`config.mk`:
```
export PLATFORM = sky130hd
export DESIGN_NAME = cordic_issue_ctrl
export DESIGN_NICKNAME = d
export VERILOG_FILES = /design/src/rtl/cordic_issue_ctrl.sv
export SDC_FILE = /design/constraint.sdc
export NUM_CORES = 1
export LEC_CHECK = 0
export ABC_AREA = 1
export CAP_MARGIN = 20
export CORE_ASPECT_RATIO = 1.2
export CORE_MARGIN = 2
export CORE_UTILIZATION = 50
export CTS_BUF_LIST = sky130_fd_sc_hd__clkbuf_2
export CTS_CLUSTER_DIAMETER = 50
export CTS_CLUSTER_SIZE = 25
export DETAILED_ROUTE_END_ITERATION = 8
export PLACE_DENSITY = 0.77
export SLEW_MARGIN = 20
export SYNTH_ARGS = -nofsm -noshare
export SYNTH_HDL_FRONTEND = slang
export SYNTH_SLANG_ARGS = --single-unit
```
`constraint.sdc`:
```
create_clock -name clk -period 3.1 [get_ports clk]
set_input_delay 0.465 -clock clk [delete_from_list [all_inputs] [get_ports clk]]
set_output_delay 0.465 -clock clk [all_outputs]
set_load 0.1 [all_outputs]
```
`src/rtl/cordic_issue_ctrl.sv`:
```
// Issue sequencer for the folded CORDIC accelerator: accepts float angles, issues one
// operation at a time, captures y_ft after a fixed latency and buffers results in a FIFO.
module cordic_issue_ctrl #(
  parameter int unsigned LATENCY   = 6,
  parameter int unsigned RES_DEPTH = 4
) (
  input  logic        clk,
  input  logic        reset,
  input  logic        clk_en,
  input  logic        in_valid,
  input  logic [31:0] in_data,
  output logic        in_ready,
  output logic        out_valid,
  output logic [31:0] out_data,
  input  logic        out_ready,
  output logic        acc_clk_en,
  output logic        acc_start,
  output logic [31:0] acc_x_ft,
  input  logic [31:0] acc_y_ft,
  output logic        busy,
  output logic [15:0] done_count
);

  localparam int unsigned DW = 32;
  localparam int unsigned LW = 8;
  localparam int unsigned PW = $clog2(RES_DEPTH);
  localparam int unsigned CW = PW + 1;

  typedef enum logic [1:0] {
    S_IDLE  = 2'd0,
    S_ISSUE = 2'd1,
    S_WAIT  = 2'd2
  } state_t;

  state_t          r_state;
  state_t          w_state_nxt;
  logic [LW-1:0]   r_cnt;
  logic [LW-1:0]   w_cnt_nxt;
  logic [DW-1:0]   r_x_ft;
  logic [DW-1:0]   w_x_ft_nxt;
  logic [15:0]     r_done;
  logic            w_push;
  logic            w_pop;
  logic            w_full;

  logic [DW-1:0]   r_mem [RES_DEPTH];
  logic [PW-1:0]   r_wr_ptr;
  logic [PW-1:0]   r_rd_ptr;
  logic [CW-1:0]   r_count;

  // Handshake and status decode; reset gates in_ready so nothing is accepted while held.
  assign w_full     = (r_count == CW'(RES_DEPTH));
  assign in_ready   = clk_en & reset & (r_state == S_IDLE) & ~w_full;
  assign out_valid  = clk_en & (r_count != '0);
  assign w_pop      = out_valid & out_ready;
  assign out_data   = r_mem[r_rd_ptr];
  assign acc_clk_en = clk_en;
  assign acc_start  = clk_en & (r_state == S_ISSUE);
  assign acc_x_ft   = r_x_ft;
  assign busy       = (r_state != S_IDLE);
  assign done_count = r_done;

  // State register
  always_ff @(posedge clk or negedge reset) begin
    if (!reset) begin
      r_state <= S_IDLE;
    end else if (clk_en) begin
      r_state <= w_state_nxt;
    end
  end

  // Next-state, wait counter and capture strobe
  always_comb begin
    w_state_nxt = r_state;
    w_cnt_nxt   = r_cnt;
    w_x_ft_nxt  = r_x_ft;
    w_push      = 1'b0;
    if (clk_en) begin
      case (r_state)
        S_IDLE: begin
          if (in_valid && in_ready) begin
            w_x_ft_nxt  = in_data;
            w_state_nxt = S_ISSUE;
          end
        end
        S_ISSUE: begin
          w_cnt_nxt   = LW'(LATENCY);
          w_state_nxt = S_WAIT;
        end
        S_WAIT: begin
          if (r_cnt == LW'(1)) begin
            w_cnt_nxt   = '0;
            w_push      = 1'b1;
            w_state_nxt = S_IDLE;
          end else begin
            w_cnt_nxt = r_cnt - LW'(1);
          end
        end
        default: w_state_nxt = S_IDLE;
      endcase
    end
  end

  // Datapath registers
  always_ff @(posedge clk or negedge reset) begin
    if (!reset) begin
      r_cnt  <= '0;
      r_x_ft <= '0;
      r_done <= '0;
    end else if (clk_en) begin
      r_cnt  <= w_cnt_nxt;
      r_x_ft <= w_x_ft_nxt;
      if (w_push) begin
        r_done <= r_done + 16'd1;
      end
    end
  end

  // Result FIFO; space was reserved at accept time so a push never finds it full
  always_ff @(posedge clk or negedge reset) begin
    if (!reset) begin
      r_mem    <= '{default: '0};
      r_wr_ptr <= '0;
      r_rd_ptr <= '0;
      r_count  <= '0;
    end else if (clk_en) begin
      if (w_push) begin
        r_mem[r_wr_ptr] <= acc_y_ft;
        r_wr_ptr        <= r_wr_ptr + PW'(1);
      end
      if (w_pop) begin
        r_rd_ptr <= r_rd_ptr + PW'(1);
      end
      case ({w_push, w_pop})
        2'b10:   r_count <= r_count + CW'(1);
        2'b01:   r_count <= r_count - CW'(1);
        default: r_count <= r_count;
      endcase
    end
  end

endmodule

```
### M2 wires, run 1

Scale bar: 50 um.
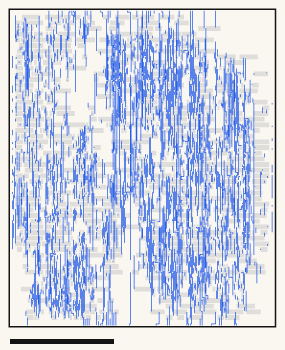
longest straight run	72.8 um
wire length on this layer	10,900 um
main direction	vertical
nets with wire on the layer	1,026
share of all routed wire	50%

### M1 wires, run 1

Scale bar: 50 um.
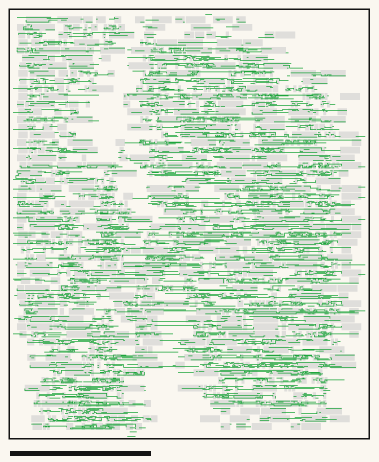
nets with wire on the layer	1,173
main direction	horizontal
share of all routed wire	43%
wire length on this layer	9,370 um

### Routing congestion map, run 1

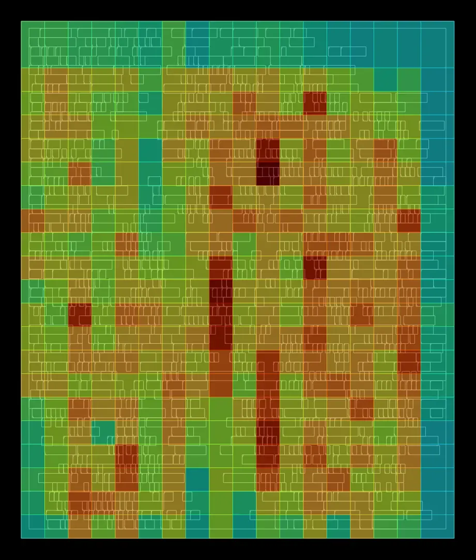
met1 Track Usage GR: 31.6%
Top Usage Layer GRT: met2
wire length per cell after detailed routing: 14.6 um
grt met2 use: 41.7%

### Metal 3, run 1

Scale bar: 50 um.
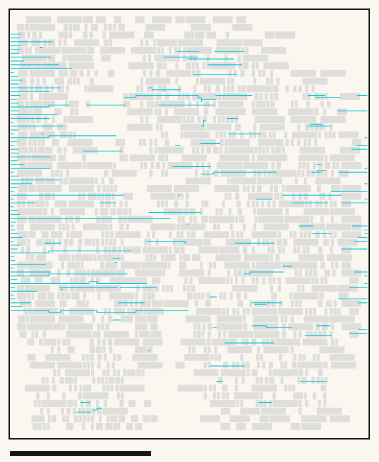
wire length on this layer	1,370 um
share of all routed wire	6.3%
nets with wire on the layer	132
longest straight run	56.4 um

==> impl_metrics.ini, run 1 <==
; yosys + openroad results
[worst_setup_path]
path_length_in_cells_of_the_critical_path = 4
worst_r2r_startpoint = r_state[0]$_DFFE_PN0P_
ff2ff_path_depth = 8
worst_path_dominant_cell_family = buffers and inverters
setup.worst_path.end = out_data[30]
crit_slowest_cell = sky130_fd_sc_hd__dfrtp_2
crit_path_end_kind = primary output
worst_path_largest_cell_delay_ns = 0.44
cp_max_fo = 64
timing.critical_path.required_ns = 2.63
worst-r2r-setup-slack_ns = 0.82
start_kind = register
worst_ep_arrival_time_ns = 2.44

[logic_synthesis]
synth_largest_type_area_fraction_pct = 53.1
enable_flop_cells = 0
mux_area_share_pct = 0
synthTopCellsByArea = sky130_fd_sc_hd__dfrtp_1, sky130_fd_sc_hd__nand2_1, sky130_fd_sc_hd__o21ai_0, sky130_fd_sc_hd__nor2_1, sky130_fd_sc_hd__inv_1
netlist_top_cells_count = sky130_fd_sc_hd__nand2_1, sky130_fd_sc_hd__dfrtp_1, sky130_fd_sc_hd__nor2_1
yosysTopAreaCell = sky130_fd_sc_hd__dfrtp_1
proportion_of_register_bits_with_asynchronous_set_or_reset_after_synthesis_pct = 100
simple_gate_share_pct = 27.6
ys_area_um2 = 9090
synthCells = 1135
fa_ha_area_share_pct = 2.01
syn_nets = 1218
synth-cells-yosys = 1135
dominantRegCellSynth = sky130_fd_sc_hd__dfrtp_1
synthMostInstantiatedCell = sky130_fd_sc_hd__nand2_1
post_synth_main_logic_family = simple AND/OR/NAND/NOR gates
ys_sh_xor_pct = 1.16
synth_compound_gate_area_share_pct = 8.87

[finish]
combinational_fraction_of_the_cell_area_pct = 32.2
nFlopsAndLatches = 193
n_fill_cell = 1612
final-nonclk-buf-share_pct = 17.0
largestClassByArea = registers
most_used_logic_cell_in_the_final_layout = sky130_fd_sc_hd__nand2_1
finalNetCount = 1348
clkCellAreaFrac_pct = 2.69
number_of_non_clock_inverters_in_the_layout = 76
final_layout_top_logic_cells = sky130_fd_sc_hd__nand2_1, sky130_fd_sc_hd__dfrtp_1, sky130_fd_sc_hd__nor2_1
largest_register = r_mem
areaGrowthSynthToFinish_pct = 23.4
antenna_cells = 0
fin_util_pct = 62.4
ff_latch_area_um2 = 4830
n_multi_input_combinational_cell = 809

[placement]
port_buffers = 153
placement.cell_area_um2 = 10900
detailed_place_hpwl_um = 14000
dp.cells = 1469
pre_cts_slack_ns = 0.548

[sta]
relative_max_transition_margin_pct = 35.6
clock_skew_ns = 0.0335
timing.final.crit_share_pct = 93.8
setup_slack_ns = 0.192
period_needed_ns = 2.91
fin_hold_ws_ns = 0.106
finalHoldViolCount = 0
slew_violations = 0
totalNegativeSetupSlack_ns = 0
worst_pin_slew_ns = 0.966
achievable-frequency_mhz = 344

[routing]
route.detailed.drc = 0
final_antenna_net_count = 0
via_count = 7745
wl_met2_um = 10900
drt_first_pass_iters = 5

[power]
power_clock_mw = 1.48
pg_comb_mw = 7.37
power_switching_mw = 6.44
clock_power_share_pct = 12.4
top_power_group = combinational logic
design_internal_power_mw = 5.45
totalPowerFinal_mw = 11.9
net_sw_share_pct = 54.2
p_seq_share_pct = 25.5
cellPowerDensity_nw_per_um2 = 1060
vdd_ir_drop_max_mv = 0.907

[cts]
numClockSinks = 193
clock_tree_from_tritoncts = built
clock-root-buffer = sky130_fd_sc_hd__clkbuf_2
clk_transition_reported_paths_ns = 0.28
cts_resized = 1
holdBufCountCts = 1
h-tree-depth = 4
post_cts.repair.setup_buffers = 0
clock_insertion_delay_worst_skew_ns = 0.80

[floorplanning]
core_area_um2 = 18000
floorplan_core_density_pct = 50.6
die_width_um = 127
die_area_um2 = 19300
die_height_um = 152
tapCellCount = 224

[grt]
grt_first_pass_wirelength_um = 37900
first_global_vias = 7781
grt.overflow.total = 0
globalRouteTotalUtil_pct = 24.6
grtUsageMet3_pct = 6.50
antenna_found_initial = 0

[min_path]
min_path_type = in2async

[outcome]
outcome = finished, final reports clean
==> run 2, diff against run 1 <==
GPL_ROUTABILITY_DRIVEN = 0   (was unset)
### Metal 3, run 2

Scale bar: 50 um.
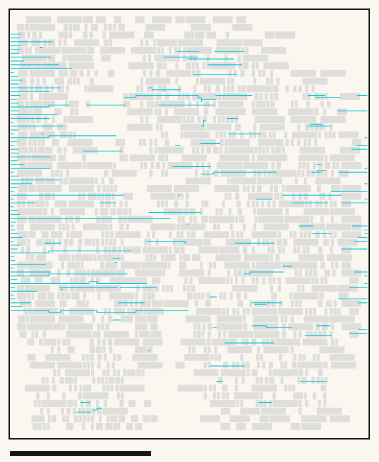
wire length on this layer	1,370 um
nets with wire on the layer	132
share of all routed wire	6.3%

==> impl_metrics.ini, run 2 <==
; yosys + openroad results
[finish]
antenna_cells = 0
combinational_fraction_of_the_cell_area_pct = 32.2
number_of_non_clock_inverters_in_the_layout = 76
n_multi_input_combinational_cell = 809
final-comb-area_um2 = 3610
ff_latch_area_um2 = 4830
areaGrowthSynthToFinish_pct = 23.4
most_used_logic_cell_in_the_final_layout = sky130_fd_sc_hd__nand2_1
finalNetCount = 1348
final_layout_size_suffix_gt1_share_pct = 11.4
fin_util_pct = 62.4
final_layout_top_logic_cells = sky130_fd_sc_hd__nand2_1, sky130_fd_sc_hd__dfrtp_1, sky130_fd_sc_hd__nor2_1
largest_register = r_mem
clkCellAreaFrac_pct = 2.69
final-nonclk-buf-share_pct = 17.0
seq_share_pct = 43.1
n_fill_cell = 1612
nFlopsAndLatches = 193
largestClassByArea = registers

[logic_synthesis]
post_synth_main_logic_family = simple AND/OR/NAND/NOR gates
synth-cells-yosys = 1135
synth_compound_gate_area_share_pct = 8.87
yosysTopAreaCell = sky130_fd_sc_hd__dfrtp_1
dominantRegCellSynth = sky130_fd_sc_hd__dfrtp_1
netlist_top_cells_count = sky130_fd_sc_hd__nand2_1, sky130_fd_sc_hd__dfrtp_1, sky130_fd_sc_hd__nor2_1
ys_sh_xor_pct = 1.16
synth.lib_cells_used.distinct = 29
postSynthRegisterBits = 193
ys_area_um2 = 9090
synthMostInstantiatedCell = sky130_fd_sc_hd__nand2_1
fa_ha_area_share_pct = 2.01
syn_nets = 1218
synthCells = 1135
enable_flop_cells = 0
mux_area_share_pct = 0
synthTopCellsByArea = sky130_fd_sc_hd__dfrtp_1, sky130_fd_sc_hd__nand2_1, sky130_fd_sc_hd__o21ai_0, sky130_fd_sc_hd__nor2_1, sky130_fd_sc_hd__inv_1
simple_gate_share_pct = 27.6
proportion_of_register_bits_with_asynchronous_set_or_reset_after_synthesis_pct = 100
synth_largest_type_area_fraction_pct = 53.1

[power]
totalPowerFinal_mw = 11.9
pwr.group.sequential_mw = 3.03
power_clock_mw = 1.48
p_seq_share_pct = 25.5
power_frac_comb_pct = 62.0
clock_power_share_pct = 12.4
design_internal_power_mw = 5.45
top_power_group = combinational logic
vdd_ir_drop_max_mv = 0.907
pg_comb_mw = 7.37
power_switching_mw = 6.44
net_sw_share_pct = 54.2
cellPowerDensity_nw_per_um2 = 1060

[worst_setup_path]
worst_path_dominant_cell_family = buffers and inverters
crit_slowest_cell = sky130_fd_sc_hd__dfrtp_2
ff2ff_path_depth = 8
worst_path_largest_cell_delay_ns = 0.44
worst-r2r-setup-slack_ns = 0.82
path_length_in_cells_of_the_critical_path = 4
worst_ep_arrival_time_ns = 2.44
crit_path_cell_trace = buf_6 -> o21ai_0 -> o22ai_1 -> buf_12
start_kind = register
cp_max_fo = 64
crit_path_end_kind = primary output
timing.critical_path.required_ns = 2.63
setup.worst_path.end = out_data[30]
worst_r2r_startpoint = r_state[0]$_DFFE_PN0P_

[grt]
first_global_vias = 7781
grt_util_met1_pct = 31.6
globalRouteTotalUtil_pct = 24.6
grtUsageMet3_pct = 6.50
antenna_found_initial = 0
grt_first_pass_wirelength_um = 37900
globalRouteMet2Util_pct = 41.7
globalRoute.busiestLayer = met2
grt.overflow.total = 0

[routing]
drt_first_pass_iters = 5
final_antenna_net_count = 0
detail_route.wl_per_cell_um = 14.6
route.detailed.drc = 0
via_count = 7745
wl_met2_um = 10900

[min_path]
min_path_type = in2async

[cts]
clk_transition_reported_paths_ns = 0.28
clock-root-buffer = sky130_fd_sc_hd__clkbuf_2
post_cts.repair.setup_buffers = 0
holdBufCountCts = 1
cts_resized = 1
clock_insertion_delay_worst_skew_ns = 0.80
numClockSinks = 193
h-tree-depth = 4
clock_tree_from_tritoncts = built

[sta]
totalNegativeSetupSlack_ns = 0
timing.final.crit_share_pct = 93.8
fin_hold_ws_ns = 0.106
relative_max_transition_margin_pct = 35.6
clock_skew_ns = 0.0335
report.final.setup_viol = 0
setup_slack_ns = 0.192
worst_pin_slew_ns = 0.966
slew_violations = 0
period_needed_ns = 2.91
achievable-frequency_mhz = 344
finalHoldViolCount = 0

[placement]
port_buffers = 153
detailed_place_hpwl_um = 14000
placement.cell_area_um2 = 10900
pre_cts_slack_ns = 0.548
dp.cells = 1469

[floorplanning]
core_area_um2 = 18000
die_area_um2 = 19300
tapCellCount = 224
floorplan_core_density_pct = 50.6
die_width_um = 127
die_height_um = 152

[outcome]
outcome = finished, final reports clean
### M1 wires, run 2

Scale bar: 50 um.
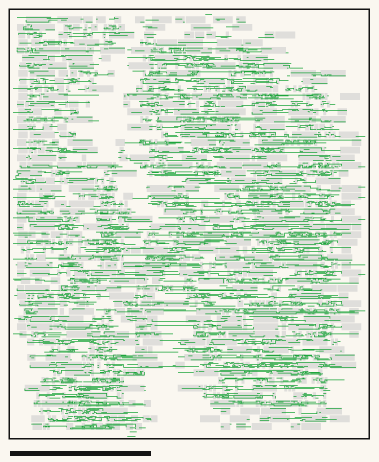
share of all routed wire	43%
longest straight run	28.5 um
nets with wire on the layer	1,173
wire length on this layer	9,370 um

